==> src/rtl/clk_div_ctrl.sv <==
// Programmable clock divider with 50% duty for even and odd ratios and glitch-free ratio switching.
// Optional switch counter enabled by defining CLK_DIV_CTRL_SWCNT_EN.
module clk_div_ctrl #(
    parameter int W       = 4,
    parameter int DEF_DIV = 3
) (
    input  logic         clk,
    input  logic         rst_n,
    input  logic         en,
    input  logic         cfg_valid,
    input  logic [W-1:0] cfg_div,
    output logic         cfg_ready,
    output logic         cfg_err,
    output logic         busy,
    output logic [W-1:0] cur_div,
    output logic         clk_out,
    output logic [7:0]   sw_cnt
);

    if ((DEF_DIV < 32'sd2) || (DEF_DIV >= (32'sd1 <<< W))) begin : g_def_div_chk
        $error("clk_div_ctrl: DEF_DIV must be >= 2 and < 2**W");
    end

    localparam logic [W-1:0] ZERO = W'(0);
    localparam logic [W-1:0] ONE  = W'(1);
    localparam logic [W-1:0] TWO  = W'(2);
    localparam logic [W-1:0] DEF  = W'(DEF_DIV);

    typedef enum logic [1:0] {
        ST_IDLE  = 2'd0,
        ST_RUN   = 2'd1,
        ST_DRAIN = 2'd2,
        ST_LOAD  = 2'd3
    } state_t;

    state_t       state_r;
    logic [W-1:0] cnt_r;
    logic [W-1:0] cur_div_r;
    logic [W-1:0] pend_div_r;
    logic         clk_p_r;
    logic         clk_n_r;
    logic         cfg_ready_r;
    logic         cfg_err_r;
    logic         busy_r;

    logic         acc_s;
    logic         bad_s;
    logic         last_s;
    logic [W-1:0] cnt_nxt_s;
    logic [W-1:0] half_s;

    // Request handshake decode and period counter arithmetic
    always_comb begin
        acc_s     = cfg_valid & cfg_ready_r;
        bad_s     = (cfg_div < TWO);
        last_s    = (cnt_r == (cur_div_r - ONE));
        cnt_nxt_s = last_s ? ZERO : (cnt_r + ONE);
        half_s    = cur_div_r >> 1;
    end

    // Control FSM; clk_p is computed from the next count so it changes only on clk posedge
    always_ff @(posedge clk or negedge rst_n) begin
        if (!rst_n) begin
            state_r     <= ST_IDLE;
            cnt_r       <= ZERO;
            cur_div_r   <= DEF;
            pend_div_r  <= DEF;
            clk_p_r     <= 1'b0;
            cfg_ready_r <= 1'b1;
            cfg_err_r   <= 1'b0;
            busy_r      <= 1'b0;
        end else begin
            cfg_err_r <= acc_s & bad_s;
            case (state_r)
                ST_IDLE: begin
                    cnt_r       <= ZERO;
                    busy_r      <= 1'b0;
                    cfg_ready_r <= 1'b1;
                    if (acc_s && !bad_s) begin
                        cur_div_r <= cfg_div;
                        clk_p_r   <= 1'b0;
                    end else if (en) begin
                        state_r <= ST_RUN;
                        clk_p_r <= 1'b1;
                    end else begin
                        clk_p_r <= 1'b0;
                    end
                end
                ST_RUN: begin
                    if (acc_s && !bad_s) begin
                        // a new ratio wins over en falling in the same cycle
                        pend_div_r  <= cfg_div;
                        state_r     <= ST_DRAIN;
                        cnt_r       <= cnt_nxt_s;
                        clk_p_r     <= (cnt_nxt_s < half_s);
                        busy_r      <= 1'b1;
                        cfg_ready_r <= 1'b0;
                    end else if (!en && last_s) begin
                        state_r     <= ST_IDLE;
                        cnt_r       <= ZERO;
                        clk_p_r     <= 1'b0;
                        busy_r      <= 1'b0;
                        cfg_ready_r <= 1'b1;
                    end else begin
                        cnt_r       <= cnt_nxt_s;
                        clk_p_r     <= (cnt_nxt_s < half_s);
                        busy_r      <= 1'b0;
                        cfg_ready_r <= 1'b1;
                    end
                end
                ST_DRAIN: begin
                    busy_r      <= 1'b1;
                    cfg_ready_r <= 1'b0;
                    if (last_s) begin
                        state_r <= ST_LOAD;
                        cnt_r   <= ZERO;
                        clk_p_r <= 1'b0;
                    end else begin
                        cnt_r   <= cnt_nxt_s;
                        clk_p_r <= (cnt_nxt_s < half_s);
                    end
                end
                ST_LOAD: begin
                    cur_div_r   <= pend_div_r;
                    cnt_r       <= ZERO;
                    busy_r      <= 1'b0;
                    cfg_ready_r <= 1'b1;
                    if (en) begin
                        state_r <= ST_RUN;
                        clk_p_r <= 1'b1;
                    end else begin
                        state_r <= ST_IDLE;
                        clk_p_r <= 1'b0;
                    end
                end
                default: begin
                    state_r     <= ST_IDLE;
                    cnt_r       <= ZERO;
                    clk_p_r     <= 1'b0;
                    busy_r      <= 1'b0;
                    cfg_ready_r <= 1'b1;
                end
            endcase
        end
    end

    // Half-cycle delayed copy of clk_p that stretches the high phase for odd ratios
    always_ff @(negedge clk or negedge rst_n) begin
        if (!rst_n) begin
            clk_n_r <= 1'b0;
        end else begin
            clk_n_r <= clk_p_r & cur_div_r[0];
        end
    end

`ifdef CLK_DIV_CTRL_SWCNT_EN
    logic [7:0] sw_cnt_r;

    // Saturating count of completed ratio switches (DRAIN -> LOAD)
    always_ff @(posedge clk or negedge rst_n) begin
        if (!rst_n) begin
            sw_cnt_r <= 8'd0;
        end else if ((state_r == ST_DRAIN) && last_s && (sw_cnt_r != 8'hFF)) begin
            sw_cnt_r <= sw_cnt_r + 8'd1;
        end
    end

    assign sw_cnt = sw_cnt_r;
`else
    assign sw_cnt = 8'd0;
`endif

    assign clk_out   = clk_p_r | clk_n_r;
    assign cfg_ready = cfg_ready_r;
    assign cfg_err   = cfg_err_r;
    assign busy      = busy_r;
    assign cur_div   = cur_div_r;

endmodule
==> config.mk <==
export PLATFORM = sky130hd
export DESIGN_NAME = clk_div_ctrl
export DESIGN_NICKNAME = d
export VERILOG_FILES = /design/src/rtl/clk_div_ctrl.sv
export SDC_FILE = /design/constraint.sdc
export NUM_CORES = 1
export LEC_CHECK = 0
export ABC_AREA = 1
export CAP_MARGIN = 40
export CORE_ASPECT_RATIO = 1.4
export CORE_MARGIN = 3
export CORE_UTILIZATION = 50
export DETAILED_ROUTE_END_ITERATION = 7
export DONT_BUFFER_PORTS = 1
export HOLD_SLACK_MARGIN = 0.15
export PLACE_DENSITY_LB_ADDON = 0.05
export SYNTH_ARGS = -nofsm -noshare
export SYNTH_HDL_FRONTEND = slang
export SYNTH_SLANG_ARGS = --single-unit
==> constraint.sdc <==
create_clock -name clk -period 6 [get_ports clk]
set_clock_uncertainty 0.15 [all_clocks]
set_input_delay 0.6 -clock clk [delete_from_list [all_inputs] [get_ports clk]]
set_output_delay 0.6 -clock clk [all_outputs]
set_load 0.01 [all_outputs]
==> run_1/layer_met2.png <==
Cells faint in the background.
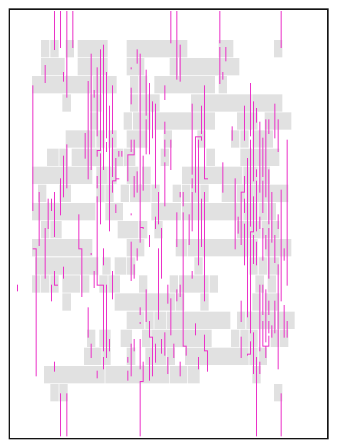
The layer carries 1100 um of wire. 132 nets have wire on it. The layer holds 51% of the routed length. The wires run mostly vertical.

==> run_1/layer_met1.png <==
Supply wires on this layer in grey. Cells faint in the background.
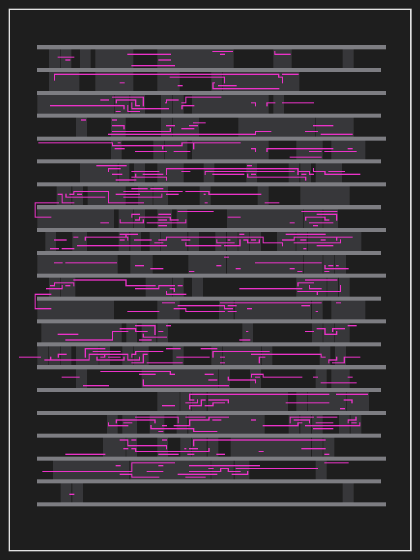
The wires run mostly horizontal. 147 nets have wire on it.

==> run_1/io_placement.png <==
Scale bar: 10 um. Pins as bars across the die edge, other pins in grey.
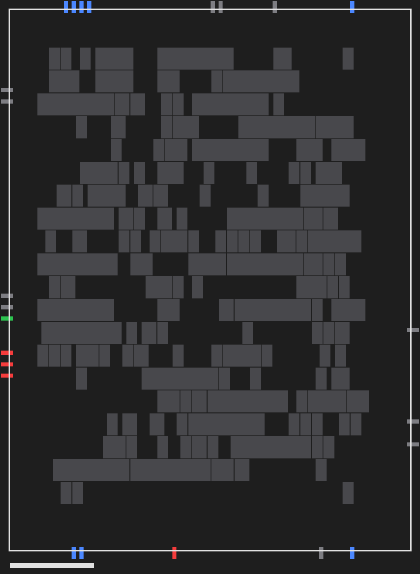
Key: blue = `sw_cnt` [pins 8, direction output, edge 5 top, 3 bottom]; red = `cfg_div` [pins 4, direction input, edge 3 left, 1 bottom]; green = `cfg_err` [pins 1, direction output, edge left]
All pins by edge: 8 top, 8 left, 5 bottom, 3 right.

==> run_1/io_fan.png <==
Scale bar: 10 um.
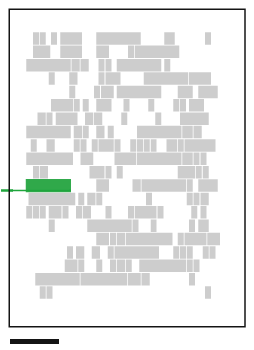
Key: green = `cfg_err` [bits 1, direction output, edge left, end cells 1, wire 11.9 um]

==> flow_summary.json, run 1 <==
{
  "post-place-ws_ns": 1.63,
  "rows": 20,
  "crit_arrival_ns": 3.94,
  "max_slew_margin_pct": 45.7,
  "drv_slew": 0,
  "fp-utilization_pct": 54.4,
  "gr-usage-all-layers_pct": 16.3,
  "viasPerCell": 5.06,
  "finalNonFillerCells": 174,
  "drive_above_1_share_pct": 14.5,
  "synthCells": 150,
  "synthToLayoutAreaGrowth_pct": 1.75,
  "gr-total-overflow": 0,
  "cts.sinks": 19,
  "vdd_ir_drop_max_v": 0.000256,
  "boundaryPins": 24,
  "startpoint": "clk_n_r",
  "ys_async_sr_fraction_pct": 100,
  "die_x_um": 47.6,
  "cts_buffers": 3,
  "power_leakage_nw": 0.629,
  "syn_area_sq_mm": 0.00121,
  "synth_seq_share_pct": 39.7,
  "xor_share_pct": 2.79,
  "status": "finished clean",
  "dp.cells": 169,
  "drc": 0,
  "fa_ha_area_share_pct": 8.26,
  "cp-start-kind": "flip-flop",
  "busiest_layer": "met2",
  "first_pass_iters": 4,
  "gp_congestion": 0.828,
  "crit_chain": "or2_2",
  "wl_per_cell_um": 12.4,
  "critPathMaxStageDelay_ns": 0.33,
  "antenna_found_initial": 0,
  "hold_viol_final": 0,
  "critPathKind": "reg -> out",
  "final_nets": 169,
  "route.vias.total": 880,
  "drt-initial-drc-count": 9,
  "hold_ws_ns": 0.258,
  "io_buffers": 0,
  "avgSynthCellArea_sq_um": 8.08,
  "yosys-stat-cells": 150,
  "rr_startpoint": "cur_div[0]",
  "cts_buffer_depth": 2,
  "core_sq_mm": 0.00223,
  "end_kind": "output port",
  "p_per_area_mw_per_mm2": 560,
  "cts-resized-gates": 0,
  "required_ns": 5.25,
  "synthMuxAreaShare_pct": 0,
  "stdcell_area_sq_mm": 0.00123,
  "ant_nets": 0,
  "finalSetupTns_ns": 0,
  "grt_pass1_vias": 837,
  "cts_tree": "built",
  "grt_max_degree": 19,
  "lay_top_cells": "nand2_1, inv_1, nor2_1, dfrtp_1, o21ai_0",
  "hp-class": "in -> reg",
  "yosys_warnings": 0,
  "drv_cap": 0,
  "cts_root_buf": "clkbuf_4",
  "use_met1_pct": 19.5,
  "synth-edff-count": 0,
  "cts.clk_slew.worst_paths_ns": 0.10,
  "slowest_stage": "dfrtn_1",
  "met3_usage_pct": 1.97,
  "setup_violations": 0,
  "synth-main-ff-cell": "dfrtp_1",
  "layout_top_cell": "nand2_1"
}
run 1: what timing repair did:
item	CTS	global route
hold buffers	1	0
hold endpoints to repair	18	0
setup buffers	0	0
run 1: path summary, 6_finish.rpt:
path | endpoint | slack [ns] | depth (start not counted)
worst min register to register | pend_div_r[2] | 0.35 | 1
max in group asynchronous | clk_n_r | 2.88 | 0
worst max register to register | clk_n_r | 2.14 | 2
worst min-delay path | cfg_err | 0.26 | 2
worst max-delay path | clk_out | 1.31 | 1
min in group asynchronous | state_r[0] | 0.68 | 1
run 1: layout make-up:
cell class	count	area (sq um)
Tap cell	22	27.5
Inverter	21	78.8
Multi-Input combinational cell	107	609
Sequential cell	19	482
Clock buffer	4	26.3
Fill cell	210	993
Timing Repair Buffer	1	10.0
run 1: per-layer routing:
metal | vias to the layer above | wire length (um)
met5 | - | 0
met4 | 0 | 60
met3 | 5 | 91
met2 | 14 | 1100
met1 | 403 | 912
li1 | 458 | -
run 1: flip-flops by register name, indices dropped and copies added (netlist names), named ones only:
register	cells
cfg_err	1
cur_div	4
pend_div_r	4
cnt_r	4
busy	1
state_r	1
cfg_ready	1
clk_p_r	1
clk_n_r	1
run 1: report_power, final:
| group | internal [mW] | switching, mW |
|---|---|---|
| logic | 0.146 | 0.228 |
| registers | 0.196 | 0.0548 |
| clock network | 0.0260 | 0.0387 |
| total | 0.368 | 0.322 |
run 1: synthesized netlist by cell type, drive strengths merged, types with 2 or more instances:
library cell	n	area, sq um
dfrtp	13	325
nand2	39	159
o21a	2	15.0
nand4	2	12.5
inv	21	78.8
a21oi	8	55.1
o211ai	2	15.0
o21ai	11	55.1
buf	9	65.1
nor2	14	60.1
dfstp	5	131
ha	8	100
xnor2	2	25.0
nand3	7	52.6
==> run_1/congestion.png <==
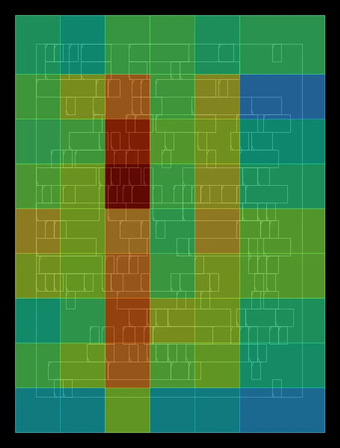

==> run 2: changes to the inputs <==
==> constraint.sdc (replaced) <==
create_clock -name clk -period 4.6 [get_ports clk]
set_clock_uncertainty 0.15 [all_clocks]
set_input_delay 0.46 -clock clk [delete_from_list [all_inputs] [get_ports clk]]
set_output_delay 0.46 -clock clk [all_outputs]
set_load 0.01 [all_outputs]
==> run_2/congestion.png <==
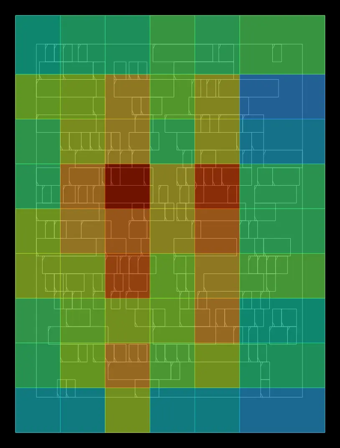
Post-Route Utilization: 56.8%
GR Layer Usage met3: 2.25%

==> run_2/io_placement.png <==
Scale bar: 10 um. Pins as bars across the die edge, other pins in grey.
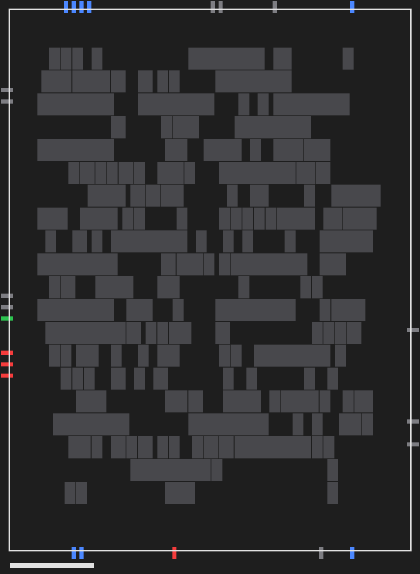
Key: blue = `sw_cnt` [pins 8, direction output, edge 5 top, 3 bottom]; green = `cfg_err` [pins 1, direction output, edge left]; red = `cfg_div` [pins 4, direction input, edge 3 left, 1 bottom]
All pins by edge: 8 top, 8 left, 5 bottom, 3 right.

==> flow_summary.json, run 2 <==
{
  "lay_top_cells": "nand2_1, inv_1, nor2_1, dfrtp_1, o21ai_0",
  "ys_async_sr_fraction_pct": 100,
  "yosysMostFrequentCell": "nand2_1",
  "p_per_area_mw_per_mm2": 720,
  "setup_violations": 0,
  "gr-usage-all-layers_pct": 18.1,
  "cts-resized-gates": 0,
  "rsz0062_at_grt": "false",
  "comb_cell_power_mw": 0.497,
  "power.share.combinational_pct": 54.6,
  "path_max_fanout": 1,
  "yosys_warnings": 0,
  "dp.cells": 169,
  "cp_num_buf_inv": 0,
  "finalNonFillerCells": 177,
  "p_sw_share_pct": 47.2,
  "io_buffers": 0,
  "powerSeq_mw": 0.328,
  "crit_family": "flip-flops",
  "ys_ff": 19,
  "hp-class": "in -> reg",
  "cts.clk_slew.worst_paths_ns": 0.11,
  "max_slew_margin_pct": 45.5,
  "synth.top_cells.by_count": "nand2_1, inv_1, dfrtp_1, nor2_1, o21ai_0",
  "drv_slew": 0,
  "synth-main-ff-cell": "dfrtp_1",
  "route.vias.total": 926,
  "ant_nets": 0,
  "vdd_ir_drop_max_v": 0.000364,
  "post-place-ws_ns": 1.07,
  "rows": 20,
  "power-top-group": "combinational cells",
  "drc": 0,
  "topCellsByArea": "dfrtp_1, nand2_1, dfstp_2",
  "drv_cap": 0,
  "cts_buffers": 3,
  "internal-power_mw": 0.481,
  "core_sq_mm": 0.00223,
  "ys_area_sq_mm": 0.00121,
  "critPathKind": "reg -> out",
  "end_kind": "output port",
  "cts_buffer_depth": 2,
  "viasPerCell": 5.23,
  "die_y_um": 64.3,
  "top_cell_area_share_pct": 26.8,
  "first_pass_iters": 4,
  "cp-start-kind": "flip-flop",
  "required_ns": 3.99,
  "diodes": 0,
  "grt_pass1_wl_mm": 4.04,
  "crit_chain": "or2_2",
  "synth.distinct_cells": 31,
  "cts_root_buf": "clkbuf_4",
  "crit_arrival_ns": 3.24,
  "cts_tree": "built",
  "synthToLayoutAreaGrowth_pct": 4.33,
  "drt-initial-drc-count": 12,
  "yosys-stat-cells": 150,
  "antenna_found_initial": 0,
  "cts.sinks": 19,
  "fillCellCount": 223,
  "slowest_stage": "dfrtn_1",
  "die_x_um": 47.6,
  "worst_slack_ns": 0.745,
  "wl_per_cell_um": 13.2,
  "tightest_slew_ns": 0.815,
  "warning_count": 29,
  "seqPwrFrac_pct": 36.0,
  "grt_pass1_vias": 955,
  "gp_congestion": 0.819,
  "finalSetupTns_ns": 0,
  "syn_area_sq_mm": 0.00121,
  "drive_above_1_share_pct": 14.8,
  "clk_latency_ns": 0.30,
  "hold_viol_final": 0,
  "synth_top_cell_by_area": "dfrtp_1",
  "boundaryPins": 24,
  "clkPwrFrac_pct": 9.4,
  "synth-edff-count": 0,
  "routed_wl_mm": 2.34,
  "post-dp-hpwl_mm": 1.84,
  "die-area_sq_mm": 0.00306,
  "final_nets": 172,
  "power_switching_mw": 0.430,
  "gr-total-overflow": 0,
  "power_leakage_nw": 0.645,
  "avgSynthCellArea_sq_um": 8.08,
  "grt_max_degree": 19,
  "synthCells": 150,
  "fp-utilization_pct": 54.4,
  "p_clk_mw": 0.0860,
  "synth_seq_share_pct": 39.7,
  "critPathMaxStageDelay_ns": 0.33,
  "layout_top_cell": "nand2_1",
  "status": "finished clean",
  "h-tree-depth": 1,
  "hold_ws_ns": 0.163
}
[run 2: cell counts after synthesis]
No cell type changed its count.
[run 2: metrics by stage]
stage	area, sq um	util [%]	total power [mW]
finish	1260	56.8	0.911
global route	1260	56.8	1.01
CTS	1260	56.8	0.923
detailed placement	1200	53.8	0.829
global placement	1200	53.8	0.805
floorplan	1240	-	0.734
[run 2: kinds of logic (layout without fill, tap and decap cells)]
family	count (synthesis)	in the layout	synth area share (%)
adders and majority gates	8	8	8.26
DFF	19	19	39.7
xor gates and xnor gates	3	3	2.79
and+or+nand+nor	64	64	24.6
AOI/OAI and AO/OA	24	24	12.2
buffers and inverters	31	29	12.2
other	1	8	0.309
[run 2: per-layer routing]
| metal | wire length [um] | global-route usage (%) | vias to the layer above |
|---|---|---|---|
| li1 | - | - | 466 |
| met1 | 933 | 21.0 | 436 |
| met2 | 1260 | 32.0 | 19 |
| met3 | 100 | 2.25 | 5 |
| met4 | 42 | 6.06 | 0 |
| met5 | 0 | 0 | - |
[run 2: repair_timing]
action                    4_1_cts  5_1_grt
setup buffers                   0        0
hold buffers                    4        0
hold endpoints to repair       21        0
[run 2: worst paths after layout]
check	end	cells after the start	slack [ns]	from
setup / recovery	clk_out	1	0.75	clk_n_r
hold / removal	cfg_err	3	0.16	cfg_div[2]
setup reg to reg	clk_n_r	2	1.45	cur_div[0]
hold reg to reg	pend_div_r[2]	1	0.36	pend_div_r[2]
max in group asynchronous	clk_n_r	0	2.32	rst_n
min in group asynchronous	asynchronous set/reset pin	1	0.53	rst_n
[run 2: area by class of cell]
type	count	area (sq um)	area share [%]
timing repair buffer	4	40.0	3.17
inverter	21	78.8	6.23
tap	22	27.5	2.18
clock inverter	1	5.00	0.396
multi-input combinational	107	609	48.2
clock buffer	3	22.5	1.78
sequential	19	482	38.1
Power and IR drop assume default switching activity.
